==> config.mk <==
export PLATFORM = sky130hd
export DESIGN_NAME = instr_decode_stage
export DESIGN_NICKNAME = d
export VERILOG_FILES = /design/src/rtl/instr_decode_stage_pkg.sv /design/src/rtl/instr_decode_stage_classify.sv /design/src/rtl/instr_decode_stage.sv
export SDC_FILE = /design/constraint.sdc
export NUM_CORES = 1
export LEC_CHECK = 0
export ABC_AREA = 1
export CAP_MARGIN = 20
export CORE_ASPECT_RATIO = 1.1
export CORE_UTILIZATION = 50
export DETAILED_ROUTE_END_ITERATION = 7
export GPL_TIMING_DRIVEN = 0
export PLACE_DENSITY = 0.86
export SETUP_SLACK_MARGIN = 0.4
export SLEW_MARGIN = 20
export SYNTH_ARGS = -nofsm -noshare
export SYNTH_HDL_FRONTEND = slang
export SYNTH_SLANG_ARGS = --single-unit
==> constraint.sdc <==
create_clock -name clk -period 2.45 [get_ports clk]
set_clock_uncertainty 0.2 [all_clocks]
set_input_delay 0.735 -clock clk [delete_from_list [all_inputs] [get_ports clk]]
set_output_delay 0.735 -clock clk [all_outputs]
set_load 0.01 [all_outputs]
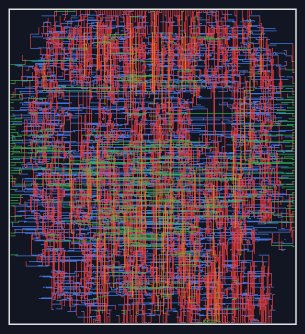
**Above:** wiring by layer.
Drawn at 2 px/µm.
color	layer	wire length
red	metal 2	18000 µm
green	metal 3	3490 µm
orange	metal 4	1850 µm
blue	metal 1	15100 µm
average wire per cell in the routed design: 18.1 µm
global-route usage over all layers: 33.6%
Final Routed Wirelength: 38500 µm

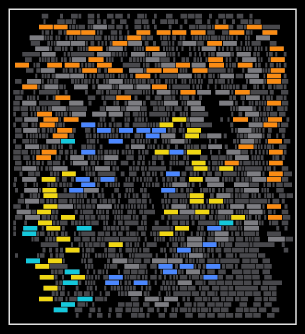
**Above:** sequential cells colored by netlist name.
Drawn at 2 px/µm. Other sequential cells in the stronger gray, the rest of the logic in the fainter gray.
color	signal	placed flops
cyan	out_opcode	11
blue	skid_imm_q	26
yellow	skid_q	36
orange	out_pc	64
power attributed to sequential cells: 4.40 mW
final core utilization: 72.2%
area occupied by registers: 5210 µm²
share of cell area taken by flip-flops and latches: 33.7%

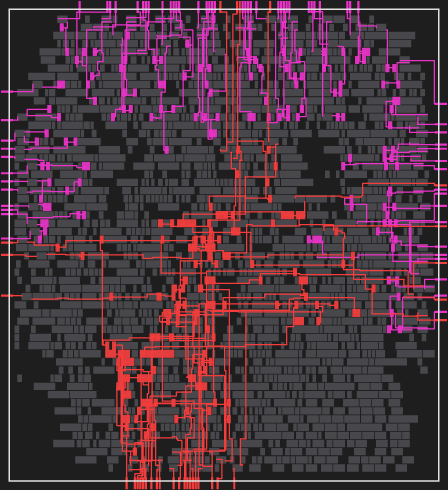
**Above:** port wiring.
Drawn at 3 px/µm.
color	port	bits	direction	end cells	buffers	wire
red	in_instr	32	input	132	32	3000 µm
magenta	in_pc	64	input	128	64	2080 µm
number of port buffers: 266
top-level I/O count: 267

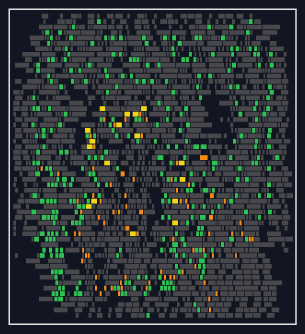
**Above:** logic cells by family.
Drawn at 2 px/µm.
color	family	cells
yellow	non-inverting ao/oa cells	17
orange	inv cells	76
green	aoi and oai cells	320
Post-Layout Cell Count: 2129
Comb area share: 31.3%
commonest non-fill, non-tap cell in the layout: nand2_1

==> CHANGELOG.md <==
### Implementation results

- Non-clock inverter total of the final layout: 76
- Effective utilization at floorplan: 50.9%
- Tap cell instance count: 290
- Met2 global-route usage: 56.2%
- Highest metal layer with signal wires: met4
- Flop and latch count out of synthesis: 256
- Final Max Tran Viols: 0
- Combinational-cell power consumption: 1.03 mW
- Initial antenna violation count: 1
- Tightest Hold Check Type: flop to flop
- Number of buffers created by CTS: 26
- Commonest cells post-synth: nand2_1, dfxtp_1, nor2_1
- Synth mux share: 0%
- Series of cell instances along the critical path: bufbuf_16, buf_4, buf_6
- Most heavily used metal layer in global routing: met2
- Die Y: 157 µm
- Fraction of area in non-clock buffers: 24.9%
- Clock net power: 4.13 mW
- Unrepaired setup endpoints after global routing: true
- Total area of multi-input combinational cells: 4830 µm²
- Pre-CTS setup slack: -0.657 ns
- WP data required: 1.51 ns
- Remaining DRCs: 0
- Count of instantiated cells in the yosys netlist: 1480
- Area grow syn2layout: 41.8%
- Logic depth of the worst path, buffers included: 3
- Main area contributors: dfxtp_1, nand2_1, nor2_1
- Largest stage delay, worst path: 0.37 ns
- Num rows: 56
- Yosys warning count: 0
- Number of hold buffers added after cts: 0
- Overall power of the completed layout: 9.56 mW
- Period utilisation layout: 96.2%
- Most instantiated flip-flop cell in the synthesis netlist: dfxtp_1
- GR Layer Usage met3: 3.98%
- Slowest CP cell: dfxtp_4
- Tally of unique sky130hd cells used after synthesis: 31
- Maximum number of pins on one net before global-route repair: 15
- Total leakage power: 6.83 nW
- Clock network power share: 43.2%
- Max Clock Freq: 424 MHz
- Total of clock buffers placed in the layout: 37
- Worst hold margin: 0.270 ns
- Share of flip-flops with an asynchronous set or reset: 0%
- Via count of the first global-routing pass: 11100
- Count of buffering cells on the critical path with inverters included: 3
- Maximum ir drop on the vdd rail: 541 µV
- Post-synth net total: 1581
- CTS tree: done
- Share of the yosys chip area belonging to registers: 47.1%
- Fraction of post-synthesis cell area in the top cell type by area: 47.1%
- Clock buffer depth: 3
- Top fanout value on the critical path: 5
- Clock sink count: 256
- Cell count after synthesis: 1480
- Routed met1 length: 15100 µm
- Non-clock buffer count: 444
- Number of vias in the routed layout: 11900
- Final setup slack of the worst path: 0.0935 ns
- Commonest cells after routing, fill and taps aside: nand2_1, nor2_1, dfxtp_1
- Average footprint of a synthesized cell: 7.36 µm²
- Type of the setup path with the least slack: flop to output pin
- Layout cell share with drive strength beyond 1: 26.8%
- Number of cells traversed by the worst hold path: 2
- Largest logic family: simple AND/OR/NAND/NOR gates
- Worst setup SP type: flop
- Area fraction in full adders, half adders and majority gates: 0%
- Reg2reg setup slack: 0.45 ns
- Result of the run: finished, final reports clean
- Vias per std cell: 5.60
- HPWL Detailed: 25500 µm
- Measured slew at the worst slew-check pin: 0.569 ns
- Share of synthesized cell area in and-or and or-and compound cells: 17.5%
- Largest contributor to cell area by class: sequential cells
- Number of fillers in the final layout: 1623
- Met3 Wirelength: 3490 µm
- Quantity of gates resized following cts: 707
- First-pass GRT wire length: 59000 µm
- Core area: 21400 µm²
- Number of hold violations in the final report: 0
Power figures rest on the tool's default switching activity, not on a simulated workload.
